--- config.mk ---
export PLATFORM = sky130hd
export DESIGN_NAME = zig_zag_ctrl_flat
export DESIGN_NICKNAME = d
export VERILOG_FILES = /design/src/rtl/zig_zag_ctrl_if.sv /design/src/rtl/zig_zag_ctrl.sv /design/src/flat_wrapper.sv
export SDC_FILE = /design/constraint.sdc
export NUM_CORES = 1
export LEC_CHECK = 0
export ABC_AREA = 1
export ABC_CLOCK_PERIOD_IN_PS = 3050
export CAP_MARGIN = 20
export CORE_ASPECT_RATIO = 1.5
export CORE_UTILIZATION = 29
export DETAILED_ROUTE_END_ITERATION = 7
export PLACE_DENSITY = 0.57
export SLEW_MARGIN = 30
export SYNTH_ARGS = -nofsm -noshare
export SYNTH_HDL_FRONTEND = slang
export SYNTH_SLANG_ARGS = --single-unit
--- constraint.sdc ---
create_clock -name clk_in -period 3.05 [get_ports clk_in]
set_input_delay 0.61 -clock clk_in [delete_from_list [all_inputs] [get_ports clk_in]]
set_output_delay 0.61 -clock clk_in [all_outputs]
set_load 0.005 [all_outputs]
--- src/rtl/zig_zag_ctrl_if.sv ---
// ----------------------------------------------------------------------------
// zig_zag_ctrl_if
// Bundles the quantizer-side write handshake, the zig-zag RAM strobes and the
// Huffman-side read handshake of the zig-zag buffer controller.
//   slave  : controller view (takes coefficients and read requests, drives RAM)
//   master : environment view (quantizer, Huffman stage, RAM)
// Signals:
//   coef_valid / coef_data / eof_in / coef_ready  : quantizer handshake
//   zig_zag_wr_en / zig_zag_wr_addr / zig_zag_wr_data : RAM write port
//   huffman_start / huff_req / huff_valid / huff_last / eof_out : Huffman side
//   zig_zag_rd_en / zig_zag_rd_addr               : RAM read port
// ----------------------------------------------------------------------------
interface zig_zag_ctrl_if #(
  parameter int DATA_W = 12
);
  logic              coef_valid;
  logic [DATA_W-1:0] coef_data;
  logic              eof_in;
  logic              coef_ready;
  logic              zig_zag_wr_en;
  logic [5:0]        zig_zag_wr_addr;
  logic [DATA_W-1:0] zig_zag_wr_data;
  logic              huffman_start;
  logic              huff_req;
  logic              zig_zag_rd_en;
  logic [5:0]        zig_zag_rd_addr;
  logic              huff_valid;
  logic              huff_last;
  logic              eof_out;

  modport slave (
    input  coef_valid, coef_data, eof_in, huff_req,
    output coef_ready, zig_zag_wr_en, zig_zag_wr_addr, zig_zag_wr_data,
           huffman_start, zig_zag_rd_en, zig_zag_rd_addr,
           huff_valid, huff_last, eof_out
  );

  modport master (
    output coef_valid, coef_data, eof_in, huff_req,
    input  coef_ready, zig_zag_wr_en, zig_zag_wr_addr, zig_zag_wr_data,
           huffman_start, zig_zag_rd_en, zig_zag_rd_addr,
           huff_valid, huff_last, eof_out
  );
endinterface

--- src/rtl/zig_zag_ctrl.sv ---
// ----------------------------------------------------------------------------
// zig_zag_ctrl
// Sequencer for the 64-entry single-port zig-zag coefficient buffer.
// FILL  : raster-order coefficients are written at their zig-zag address.
// FLUSH : one cycle while the final write is on the RAM bus.
// DRAIN : Huffman read requests are granted in address order 0..63.
// Writes and reads live in disjoint states, so the RAM port never collides.
// Ports:
//   clk_in : clock, rising edge
//   rst    : asynchronous reset, active low
//   bus    : zig_zag_ctrl_if slave modport (quantizer, RAM, Huffman signals)
// ----------------------------------------------------------------------------
module zig_zag_ctrl #(
  parameter int DATA_W = 12
) (
  input logic           clk_in,
  input logic           rst,
  zig_zag_ctrl_if.slave bus
);

  typedef enum logic [1:0] {
    FILL  = 2'd0,
    FLUSH = 2'd1,
    DRAIN = 2'd2
  } state_e;

  state_e            state_q, state_d;
  logic [5:0]        wr_cnt_q, wr_cnt_d;
  logic [5:0]        rd_cnt_q, rd_cnt_d;
  logic              eof_flag_q, eof_flag_d;
  logic              coef_ready_q, coef_ready_d;
  logic              wr_en_q, wr_en_d;
  logic [5:0]        wr_addr_q, wr_addr_d;
  logic [DATA_W-1:0] wr_data_q, wr_data_d;
  logic              start_q, start_d;
  logic              valid_q, valid_d;
  logic              last_q, last_d;
  logic              xfer_s;
  logic              grant_s;
  logic              eof_out_s;

  // Raster index (row*8+col) to JPEG zig-zag position.
  function automatic logic [5:0] zz_map(input logic [5:0] raster);
    logic [5:0] zz;
    zz = 6'd0;
    case (raster)
      6'd0:  zz = 6'd0;  6'd1:  zz = 6'd1;  6'd2:  zz = 6'd5;  6'd3:  zz = 6'd6;
      6'd4:  zz = 6'd14; 6'd5:  zz = 6'd15; 6'd6:  zz = 6'd27; 6'd7:  zz = 6'd28;
      6'd8:  zz = 6'd2;  6'd9:  zz = 6'd4;  6'd10: zz = 6'd7;  6'd11: zz = 6'd13;
      6'd12: zz = 6'd16; 6'd13: zz = 6'd26; 6'd14: zz = 6'd29; 6'd15: zz = 6'd42;
      6'd16: zz = 6'd3;  6'd17: zz = 6'd8;  6'd18: zz = 6'd12; 6'd19: zz = 6'd17;
      6'd20: zz = 6'd25; 6'd21: zz = 6'd30; 6'd22: zz = 6'd41; 6'd23: zz = 6'd43;
      6'd24: zz = 6'd9;  6'd25: zz = 6'd11; 6'd26: zz = 6'd18; 6'd27: zz = 6'd24;
      6'd28: zz = 6'd31; 6'd29: zz = 6'd40; 6'd30: zz = 6'd44; 6'd31: zz = 6'd53;
      6'd32: zz = 6'd10; 6'd33: zz = 6'd19; 6'd34: zz = 6'd23; 6'd35: zz = 6'd32;
      6'd36: zz = 6'd39; 6'd37: zz = 6'd45; 6'd38: zz = 6'd52; 6'd39: zz = 6'd54;
      6'd40: zz = 6'd20; 6'd41: zz = 6'd22; 6'd42: zz = 6'd33; 6'd43: zz = 6'd38;
      6'd44: zz = 6'd46; 6'd45: zz = 6'd51; 6'd46: zz = 6'd55; 6'd47: zz = 6'd60;
      6'd48: zz = 6'd21; 6'd49: zz = 6'd34; 6'd50: zz = 6'd37; 6'd51: zz = 6'd47;
      6'd52: zz = 6'd50; 6'd53: zz = 6'd56; 6'd54: zz = 6'd59; 6'd55: zz = 6'd61;
      6'd56: zz = 6'd35; 6'd57: zz = 6'd36; 6'd58: zz = 6'd48; 6'd59: zz = 6'd49;
      6'd60: zz = 6'd57; 6'd61: zz = 6'd58; 6'd62: zz = 6'd62; 6'd63: zz = 6'd63;
      default: zz = 6'd0;
    endcase
    return zz;
  endfunction

  // coef_ready_q is high exactly while the state register holds FILL.
  assign xfer_s    = bus.coef_valid & coef_ready_q;
  // Read grants are combinational on the request, but only in DRAIN.
  assign grant_s   = bus.huff_req & (state_q == DRAIN);
  assign eof_out_s = last_q & eof_flag_q;

  // Next-state and next-output logic for the fill/flush/drain sequencer.
  always_comb begin
    state_d    = state_q;
    wr_cnt_d   = wr_cnt_q;
    rd_cnt_d   = rd_cnt_q;
    wr_en_d    = 1'b0;
    wr_addr_d  = wr_addr_q;
    wr_data_d  = wr_data_q;
    start_d    = 1'b0;
    valid_d    = grant_s;
    last_d     = grant_s & (rd_cnt_q == 6'd63);
    // The flag is consumed by the eof_out beat it qualifies.
    eof_flag_d = eof_out_s ? 1'b0 : eof_flag_q;

    case (state_q)
      FILL: begin
        if (xfer_s) begin
          wr_en_d   = 1'b1;
          wr_addr_d = zz_map(wr_cnt_q);
          wr_data_d = bus.coef_data;
          wr_cnt_d  = wr_cnt_q + 6'd1;
          if (wr_cnt_q == 6'd63) begin
            eof_flag_d = bus.eof_in;
            state_d    = FLUSH;
          end else begin
            state_d    = FILL;
          end
        end else begin
          state_d = FILL;
        end
      end
      FLUSH: begin
        // Final write is on the bus now; start pulse lands on the first DRAIN cycle.
        start_d = 1'b1;
        state_d = DRAIN;
      end
      DRAIN: begin
        if (grant_s) begin
          rd_cnt_d = rd_cnt_q + 6'd1;
          if (rd_cnt_q == 6'd63) begin
            state_d = FILL;
          end else begin
            state_d = DRAIN;
          end
        end else begin
          state_d = DRAIN;
        end
      end
      default: begin
        state_d = FILL;
      end
    endcase

    coef_ready_d = (state_d == FILL);
  end

  // State, counters and registered outputs.
  always_ff @(posedge clk_in or negedge rst) begin
    if (!rst) begin
      state_q      <= FILL;
      wr_cnt_q     <= 6'd0;
      rd_cnt_q     <= 6'd0;
      eof_flag_q   <= 1'b0;
      coef_ready_q <= 1'b1;
      wr_en_q      <= 1'b0;
      wr_addr_q    <= 6'd0;
      wr_data_q    <= {DATA_W{1'b0}};
      start_q      <= 1'b0;
      valid_q      <= 1'b0;
      last_q       <= 1'b0;
    end else begin
      state_q      <= state_d;
      wr_cnt_q     <= wr_cnt_d;
      rd_cnt_q     <= rd_cnt_d;
      eof_flag_q   <= eof_flag_d;
      coef_ready_q <= coef_ready_d;
      wr_en_q      <= wr_en_d;
      wr_addr_q    <= wr_addr_d;
      wr_data_q    <= wr_data_d;
      start_q      <= start_d;
      valid_q      <= valid_d;
      last_q       <= last_d;
    end
  end

  assign bus.coef_ready      = coef_ready_q;
  assign bus.zig_zag_wr_en   = wr_en_q;
  assign bus.zig_zag_wr_addr = wr_addr_q;
  assign bus.zig_zag_wr_data = wr_data_q;
  assign bus.huffman_start   = start_q;
  assign bus.zig_zag_rd_en   = grant_s;
  assign bus.zig_zag_rd_addr = rd_cnt_q;
  assign bus.huff_valid      = valid_q;
  assign bus.huff_last       = last_q;
  assign bus.eof_out         = eof_out_s;

endmodule

--- src/flat_wrapper.sv ---
// flat-port wrapper written by rule: the top's interface ports become plain ports
module zig_zag_ctrl_flat 
#(
  parameter int DATA_W = 12
)
  (clk_in, rst, bus_coef_valid, bus_coef_data, bus_eof_in, bus_huff_req, bus_coef_ready, bus_zig_zag_wr_en, bus_zig_zag_wr_addr, bus_zig_zag_wr_data, bus_huffman_start, bus_zig_zag_rd_en, bus_zig_zag_rd_addr, bus_huff_valid, bus_huff_last, bus_eof_out);
  zig_zag_ctrl_if #(.DATA_W(DATA_W)) bus_i ();
  input logic clk_in;
  input logic rst;
  input wire logic [$bits(bus_i.coef_valid)-1:0] bus_coef_valid;
  input wire logic [$bits(bus_i.coef_data)-1:0] bus_coef_data;
  input wire logic [$bits(bus_i.eof_in)-1:0] bus_eof_in;
  input wire logic [$bits(bus_i.huff_req)-1:0] bus_huff_req;
  output wire logic [$bits(bus_i.coef_ready)-1:0] bus_coef_ready;
  output wire logic [$bits(bus_i.zig_zag_wr_en)-1:0] bus_zig_zag_wr_en;
  output wire logic [$bits(bus_i.zig_zag_wr_addr)-1:0] bus_zig_zag_wr_addr;
  output wire logic [$bits(bus_i.zig_zag_wr_data)-1:0] bus_zig_zag_wr_data;
  output wire logic [$bits(bus_i.huffman_start)-1:0] bus_huffman_start;
  output wire logic [$bits(bus_i.zig_zag_rd_en)-1:0] bus_zig_zag_rd_en;
  output wire logic [$bits(bus_i.zig_zag_rd_addr)-1:0] bus_zig_zag_rd_addr;
  output wire logic [$bits(bus_i.huff_valid)-1:0] bus_huff_valid;
  output wire logic [$bits(bus_i.huff_last)-1:0] bus_huff_last;
  output wire logic [$bits(bus_i.eof_out)-1:0] bus_eof_out;
  assign bus_i.coef_valid = bus_coef_valid;
  assign bus_i.coef_data = bus_coef_data;
  assign bus_i.eof_in = bus_eof_in;
  assign bus_i.huff_req = bus_huff_req;
  assign bus_coef_ready = bus_i.coef_ready;
  assign bus_zig_zag_wr_en = bus_i.zig_zag_wr_en;
  assign bus_zig_zag_wr_addr = bus_i.zig_zag_wr_addr;
  assign bus_zig_zag_wr_data = bus_i.zig_zag_wr_data;
  assign bus_huffman_start = bus_i.huffman_start;
  assign bus_zig_zag_rd_en = bus_i.zig_zag_rd_en;
  assign bus_zig_zag_rd_addr = bus_i.zig_zag_rd_addr;
  assign bus_huff_valid = bus_i.huff_valid;
  assign bus_huff_last = bus_i.huff_last;
  assign bus_eof_out = bus_i.eof_out;
  zig_zag_ctrl #(.DATA_W(DATA_W)) u_core (.clk_in(clk_in), .rst(rst), .bus(bus_i));
endmodule
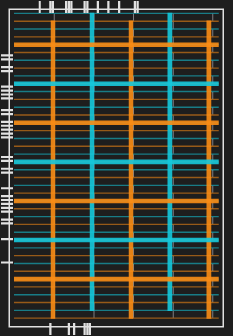
Run 1: supply network
Pins as bars on the die edge. Tap cells in grey.
Key: orange = VSS; cyan = VDD
7 straps on met5. 48 signal pins sit on the boundary. The core has 39 rows.
die x size: 74.0 um
worst-case vdd ir drop: 0.000526 V

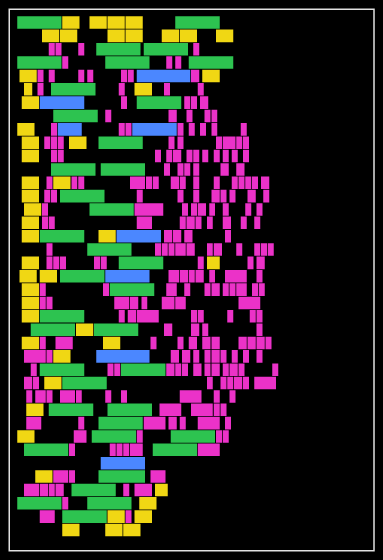
Run 1: placement by cell class
Key: blue = clock drivers and dummy loads [cells 8]; green = flip-flops [cells 38]; magenta = all other logic [cells 254]; yellow = other buffers and delay cells [cells 49]

==> COMMIT_EDITMSG, run 1 <==
Record implementation results from latest flow run

- The cell type that accounts for the most area after synthesis is sky130_fd_sc_hd__dfrtp_1.
- Number of port buffers: 47
* Tally of yosys warning messages: 0
* Logic Gate Count: 229
- The most numerous cell type found on the critical path is sky130_fd_sc_hd__clkdlybuf4s50_1.
* Clock network share of area: 0.0671
* Area of the synthesized netlist per yosys stat: 2250 um^2
* Number of global-route vias before repair: 2079
* Tap cell instance count: 102
- DRC violations left: 0
- CTS Sinks: 38
- In this run the standard cell core region covers 7560 um^2.
- Aggregate global routing overflow: 0
- Counting distinct cell types in the post-synthesis netlist gives 26.
- The run finished with clean final reports.
* Share of the synthesized area in the top cell type: 0.411
- TritonCTS clock tree: done
- Summed over all cells, the static leakage comes to 1.48 nW.
- OpenROAD warning count: 34
* Post-route clock period utilization: 0.800
- The path class of the tightest hold or removal check is in -> async.
* Design Power: a little under 3 mW
- Proportion of cell area occupied by registers: 0.321
- Per the finish-stage timing summary, setup violations number 0.
- Count of instantiated cells in the yosys netlist: 304
* Placed insts: approximately 440
- Buffers outside the clock class: 49
- Endpoint kind of the worst setup timing path: output port
* Maximum number of pins on one net before global-route repair: 39
- The H-tree was split into 2 levels.
- Number of antenna violations at the first check in global routing: 0
- Per the final layout report, the fraction of cells sized above drive strength 1 comes to 0.0630.
* Actual transition at the worst max-transition pin: approximately 820 ps
- Post-Syn Instances: 304
* Arrival time worst endpoint: 1830 ps
- In this run the full chip footprint comes out at 8140 um^2.
* Non-Filler Instances: between 400 and 500
- Using the TritonRoute via totals, the vias-per-cell ratio works out to 4.60.
* Top logic cells by instance count in the layout: 127 x sky130_fd_sc_hd__nand2_1, 46 x sky130_fd_sc_hd__clkdlybuf4s50_1, 37 x sky130_fd_sc_hd__dfrtp_1, 31 x sky130_fd_sc_hd__nand3_1, 25 x sky130_fd_sc_hd__nor2_1
- After routing the design area is 2960 um^2.
* Crit path max-delay cell type: sky130_fd_sc_hd__clkdlybuf4s50_1
* Footprint of the multi-input gates: 1110 um^2
- In this run the mean area of a mapped cell was 7.42 um^2.
- Quantity of gates resized following cts: 0
- Maximum fanout count along the critical path: 5
- The tree is rooted in a sky130_fd_sc_hd__clkbuf_16.
- Maximum clock skew at final layout: roughly 2.5 ps
- Detailed placement finished with a half-perimeter wire length of 4.24 mm.
- Cell type taking the most area: logic gates
* Logic gate fraction of the total cell area: 0.375
* Worst relative slew slack: 0.453
- For this configuration, the core starts out at a cell density of 0.298.
* Detailed router's first-iteration violation count: 68
* Total routing resource utilization after global routing: 0.160
- The worst setup path is of the in -> out kind.
- First-pass GRT wire length: 9.83 mm
- Number of nets with antenna violations after routing: 0
* Final critical delay including setup and external delays: 2440 ps
* Buffers from clock root to sink, at most: 2
- Setup slack closes at 611 ps.
- When the netlist entered floorplanning its net count stood at about 330.
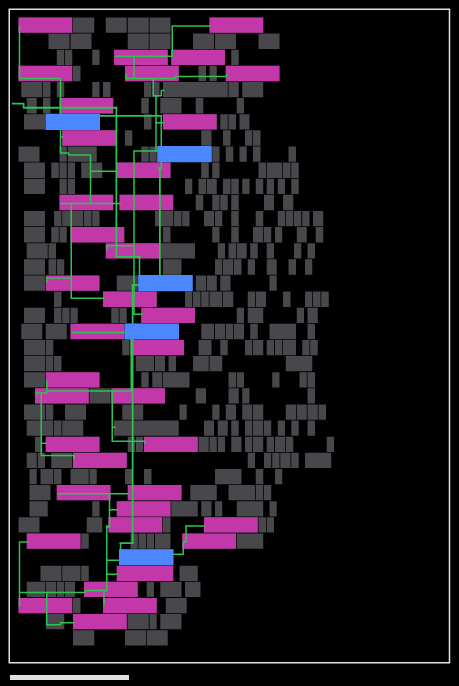
Run 1: routed clock nets over the placement
Bar = 20 um.
Key: green = clock wires [length 520 um]; blue = cells driving clock nets [count 5]; magenta = flip-flops [count 38]
There are 6 routed clock nets.

-- run 1: where the power goes --
group	internal (mW)	switching [mW]	leakage, nW
clock network	0.491	0.198	0.0971
logic	0.595	0.715	0.920
registers	0.689	0.197	0.467
total	1.77	1.11	1.48
-- run 1: synth_stat cells --
library cell and number:
sky130_fd_sc_hd__a21boi_0 1, sky130_fd_sc_hd__a21oi_1 7, sky130_fd_sc_hd__buf_2 6, sky130_fd_sc_hd__buf_4 1, sky130_fd_sc_hd__buf_6 4, sky130_fd_sc_hd__buf_8 1
sky130_fd_sc_hd__dfrtp_1 37, sky130_fd_sc_hd__dfstp_2 1, sky130_fd_sc_hd__ha_1 11, sky130_fd_sc_hd__inv_1 20, sky130_fd_sc_hd__inv_2 5, sky130_fd_sc_hd__nand2_1 127
sky130_fd_sc_hd__nand2_2 2, sky130_fd_sc_hd__nand3_1 31, sky130_fd_sc_hd__nand3_2 2, sky130_fd_sc_hd__nand3b_1 1, sky130_fd_sc_hd__nand4_1 4, sky130_fd_sc_hd__nor2_1 25
sky130_fd_sc_hd__nor3_1 1, sky130_fd_sc_hd__nor3_4 1, sky130_fd_sc_hd__o211ai_1 1, sky130_fd_sc_hd__o21ai_0 3, sky130_fd_sc_hd__o21ai_1 2, sky130_fd_sc_hd__o21bai_1 1
sky130_fd_sc_hd__xnor2_1 2, sky130_fd_sc_hd__xor2_1 7
-- run 1: flip-flops by register name, summed over array words and instances, names as in the netlist --
name / cells
u_core.bus.zig_zag_wr_data: 12
u_core.bus.zig_zag_rd_addr: 6
u_core.bus.zig_zag_wr_addr: 6
u_core.wr_cnt_q: 6
u_core.state_q: 2
u_core.bus.coef_ready: 1
u_core.bus.huff_last: 1
u_core.bus.huff_valid: 1
u_core.bus.huffman_start: 1
u_core.bus.zig_zag_wr_en: 1
u_core.eof_flag_q: 1
-- run 1: routing by layer --
metal  track usage  vias to the layer above  routed length (um)
met2         0.260                       75                2880
li1              -                     1036                   -
met4         0.121                        0                 316
met1         0.179                      941                2200
met3        0.0355                       23                 281
met5             0                        -                   0
-- run 1: final timing paths --
check	slack, ps	depth (start not counted)	to	startpoint
min in group clk_in	480	2	u_core.bus.zig_zag_wr_data[7]	u_core.bus.zig_zag_wr_data[7]
min	430	1	u_core.bus.zig_zag_wr_data[11]	rst
min reg2reg	480	2	u_core.bus.zig_zag_wr_data[7]	u_core.bus.zig_zag_wr_data[7]
max reg2reg	920	11	u_core.bus.zig_zag_wr_addr[4]	u_core.wr_cnt_q[0]
max in group asynchronous	2100	1	u_core.bus.zig_zag_wr_data[2]	rst
max	610	4	bus_zig_zag_rd_en	bus_huff_req
-- run 1: stage by stage --
step / hold WS [ps] / utilization
final: 426 / 0.392
after global routing: 494 / 0.392
after CTS: 457 / 0.392
after detailed placement: 468 / 0.366
after global placement: 461 / 0.366
after floorplan: 314 / -
-- run 1: kinds of logic (layout without fill, tap and decap cells) --
logic type / after synthesis / after routing / synth area share
buf+inv: 37 / 82 / 0.0849
xor+xnor: 9 / 9 / 0.0350
flops: 38 / 38 / 0.422
simple gates: 194 / 194 / 0.360
fa+ha+maj: 11 / 11 / 0.0610
compound gates: 15 / 15 / 0.0366
Run 1, routed metal, one colour a layer:
Bar = 20 um.
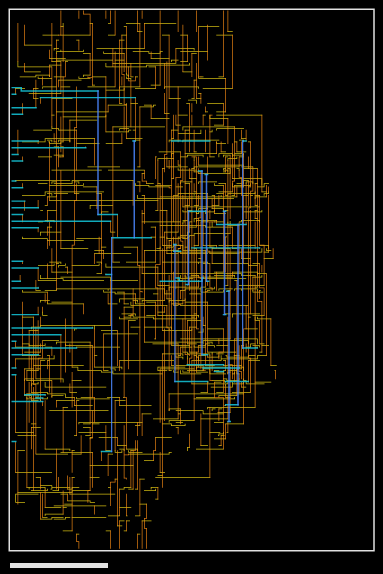

==> run 1 -> run 2 <==
--- a/config.mk
+++ b/config.mk
@@ -6,12 +6,12 @@
 export NUM_CORES = 1
 export LEC_CHECK = 0
 export ABC_AREA = 1
-export ABC_CLOCK_PERIOD_IN_PS = 3050
+export ABC_CLOCK_PERIOD_IN_PS = 2000
 export CAP_MARGIN = 20
 export CORE_ASPECT_RATIO = 1.5
 export CORE_UTILIZATION = 29
 export DETAILED_ROUTE_END_ITERATION = 7
-export PLACE_DENSITY = 0.57
+export PLACE_DENSITY = 0.59
 export SLEW_MARGIN = 30
 export SYNTH_ARGS = -nofsm -noshare
 export SYNTH_HDL_FRONTEND = slang
==> constraint.sdc (replaced) <==
create_clock -name clk_in -period 2 [get_ports clk_in]
set_input_delay 0.4 -clock clk_in [delete_from_list [all_inputs] [get_ports clk_in]]
set_output_delay 0.4 -clock clk_in [all_outputs]
set_load 0.005 [all_outputs]
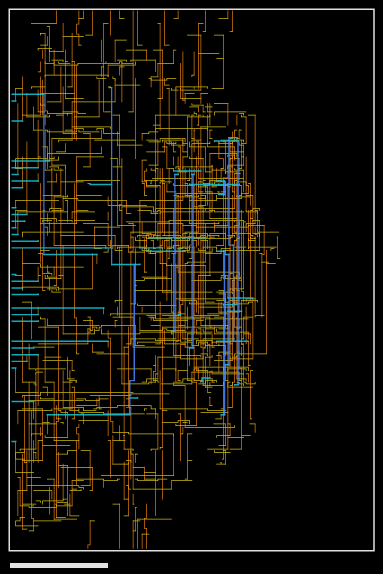
Run 2: routed metal, one colour a layer
Bar = 20 um.
Key: yellow = met1 [wire length 2180 um]; cyan = met3 [wire length 260 um]; orange = met2 [wire length 2940 um]; blue = met4 [wire length 332 um]

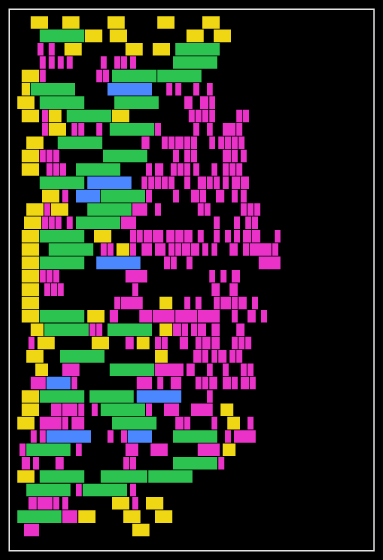
Run 2: placement by cell class
Key: yellow = other buffers and delay cells [cells 58]; magenta = all other logic [cells 254]; blue = clock drivers and dummy loads [cells 8]; green = flip-flops [cells 38]
proportion of cell area occupied by registers: 0.317
core region area: 7560 um^2
final standard cell area without fillers: 3000 um^2
standard-cell row count: 39

==> run 2 against run 1 <==
Against the previous run:
- area after synthesis is the same
- non-clock buffer count up 9
- design area increased by 1.2%
- sequential power is 42% higher
- utilization rose by 0.46 points
- combinational power up 69%
- critical path depth did not move
- power up 49%
- routed wire length is 0.58% higher
- synthesized cell count did not move
- flip-flop count did not move
- critical path type unchanged
- setup slack lost 530 ps
==> COMMIT_EDITMSG, run 2 <==
Record implementation results from latest flow run

* Number of nets with antenna violations after routing: 0 (unchanged)
- Placed insts: 452 (+2.0%)
- Worst-case vdd ir drop: 0.000786 V (+49%)
- Looking at area per cell type in the netlist, the leader is sky130_fd_sc_hd__dfrtp_1.
- Core utilization at floorplan: 0.298 (unchanged)
- The share of synthesized cell area in full adder, half adder and majority cells was 0.0610 (unchanged).
* Quantity of gates resized following cts: 0 (unchanged)
* Setup CP Type: in -> out
- Actual transition at the worst max-transition pin: 500 ps (-320 ps)
- The residual DRC count came to 0 (unchanged).
* Number of port buffers: 47 (unchanged)
* Flops & latches, synth: 38
* TritonCTS clock tree: done
- CTS placed an instance of sky130_fd_sc_hd__clkbuf_16 at the clock tree root.
- Count of instantiated cells in the yosys netlist: 304 (unchanged)
- Largest family of logic cells by area: simple AND/OR/NAND/NOR gates
- The number of nets at floorplan was 332 (unchanged).
* Post-DR vias/cell: 4.65 (+1.1%)
- Tally of yosys warning messages: 0 (unchanged)
- Largest register FFs: 12 (unchanged)
* Number of antenna diodes: 0
- Most frequent cell after synthesis: sky130_fd_sc_hd__nand2_1
* Arrival time worst endpoint: 1520 ps (-310 ps)
* Number of distinct library cells after synthesis: 26 (unchanged)
- Endpoint kind of the worst setup timing path: output port
- The maximum number of pins on one net before global-route repair is 39 (unchanged).
- Setup Total Neg Slack: 0 ps
- Syn_area_per_cell: 7.42 um^2 (unchanged)
- CTS Sinks: 38 (unchanged)
- Post-DP HPWL: 4.40 mm (+3.7%)
- Clock H-tree levels: 2 (unchanged)
* Synth Area in XOR/XNOR: 0.0350 (unchanged)
* Number of enable flip-flop cells: 0 (unchanged)
* Result of the run: finished, final reports clean
- The worst-case clock buffer depth came to 2 (unchanged).
* Non-Filler Instances: 460 (+2.0%)
- Area of the synthesized netlist per yosys stat: 2250 um^2 (unchanged)
* First-pass GRT wire length: 9.89 mm (+0.70%)
- The worst-path maximum fanout came to 2 (-3).
* Final critical delay including setup and external delays: approximately 1900 ps
- Worst relative slew slack: 0.665 (+0.212)
- The multiplexer fraction of the synthesized cell area came to 0 (unchanged).
- Number of global-route vias before repair: 2242 (+7.8%)
- Total die area: 8140 um^2 (unchanged)
- Die x size: 74.0 um (unchanged)
- The number of setup violations in the final report is 0 (unchanged).
* Post-Syn Instances: 304 (unchanged)
- The depth of the worst register-to-register path came to 9 (-2).
* Aggregate global routing overflow: 0 (unchanged)
* Worst hold path class: in -> async
- For this run, the leading register cell type out of synthesis is sky130_fd_sc_hd__dfrtp_1.
- Ratio of cells with drive above 1 in the final layout: 0.0866 (+0.0236)
- By area the synthesized netlist is led by sky130_fd_sc_hd__dfrtp_1 41%, sky130_fd_sc_hd__nand2_1 21%, sky130_fd_sc_hd__nand3_1 6.9%.
* FF-to-FF Start: u_core.wr_cnt_q[1]
- Critical path launch point: bus_huff_req
* R2R setup slack: 350 ps (-570 ps)
- The compound-gate portion of the synthesized area is 0.0366 (unchanged).
* Share of flip-flops with an asynchronous set or reset: 1.00 (unchanged)
- By instance count, the cell type seen most on the critical path is sky130_fd_sc_hd__clkdlybuf4s50_1.
- Looking at the critical path, the single cell with the biggest stage delay is sky130_fd_sc_hd__clkdlybuf4s50_1.
* Endpoint of the most critical register-to-register path: u_core.bus.zig_zag_wr_addr[1]
- The number of antenna violations at the first check in global routing was 0 (unchanged).
* Final Hold Slack: 157 ps (-269 ps)
- The reported leakage power came to 1.51 nW (+2.0%).
- Post-route clock period utilization: 0.960
* Simple share: 0.360 (unchanged)
- First-pass detailed-route iteration total: 4
* Top logic cells by instance count in the layout: 127 x sky130_fd_sc_hd__nand2_1, 46 x sky130_fd_sc_hd__clkdlybuf4s50_1, 37 x sky130_fd_sc_hd__dfrtp_1, 31 x sky130_fd_sc_hd__nand3_1, 25 x sky130_fd_sc_hd__nor2_1
- OpenROAD warning count: 34 (unchanged)
- The worst setup skew after layout is 2.94 ps (+0.398 ps).
* Top cells by count, synth: 127 x sky130_fd_sc_hd__nand2_1, 37 x sky130_fd_sc_hd__dfrtp_1, 31 x sky130_fd_sc_hd__nand3_1
- Share of the synthesized area in the top cell type: 0.411 (unchanged)
- Detailed router's first-iteration violation count: 78 (+15%)
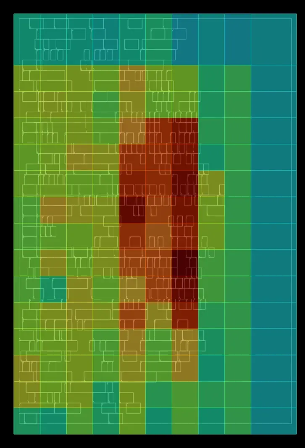
Run 2: congestion heat map
routing usage on met1: 0.167
global-route layer with the greatest usage: met2
core utilization of the finished layout: 0.397
drt wl/cell: 12.4 um
total routing resource utilization after global routing: 0.158

-- run 2: layer usage --
metal	vias up	track usage	routed length [um]
li1	1057	-	-
met5	-	0	0
met2	70	0.278	2940
met1	988	0.167	2180
met3	24	0.0236	259
met4	0	0.120	331
-- run 2: layout make-up --
type	count	area [um^2]
Fill cell	783	4560
Multi-Input combinational cell	229	1110
Sequential cell	38	952
Timing Repair Buffer	58	548
Clock buffer	8	166
Tap cell	102	128
Inverter	25	93.8
-- run 2: cell families after synthesis --
| logic type | Yosys count |
|---|---|
| simple gates | 194 |
| flops | 38 |
| buf+inv | 37 |
| compound gates | 15 |
| fa+ha+maj | 11 |
| xor+xnor | 9 |
-- run 2: critical path: cells and delay by family --
| family | cells | cell delay [ps] |
|---|---|---|
| buffers and inverters | 3 | 1030 |
| AND/OR/NAND/NOR | 1 | 90 |
-- run 2: how the worst max path moves through the flow --
stage | to | slack [ps] | cells past startpoint
2_1_floorplan | u_core.bus.zig_zag_wr_addr[0] | 390 | 10
3_3_place_gp | bus_zig_zag_rd_en | 90 | 4
3_5_place_dp | bus_zig_zag_rd_en | 80 | 4
4_1_cts | bus_zig_zag_rd_en | 70 | 4
5_1_grt | bus_zig_zag_rd_en | 30 | 4
6_report | bus_zig_zag_rd_en | 80 | 4
-- run 2: per-stage QoR --
step | total power, mW | setup slack [ps]
global placement | 3.45 | 93.2
finish | 4.30 | 80.6
global route | 4.71 | 26.7
CTS | 4.34 | 67.1
detailed placement | 3.47 | 75.5
floorplan | 2.56 | 385
-- run 2: where the power goes --
part,switching (mW),total (mW),internal (mW),leakage (nW)
Clock,0.275,0.838,0.563,0.0832
Combinational,1.22,2.21,0.987,0.964
Sequential,0.202,1.26,1.05,0.467
Total,1.70,4.30,2.60,1.51
No activity file was given, so power comes from the tool's default toggle rates.
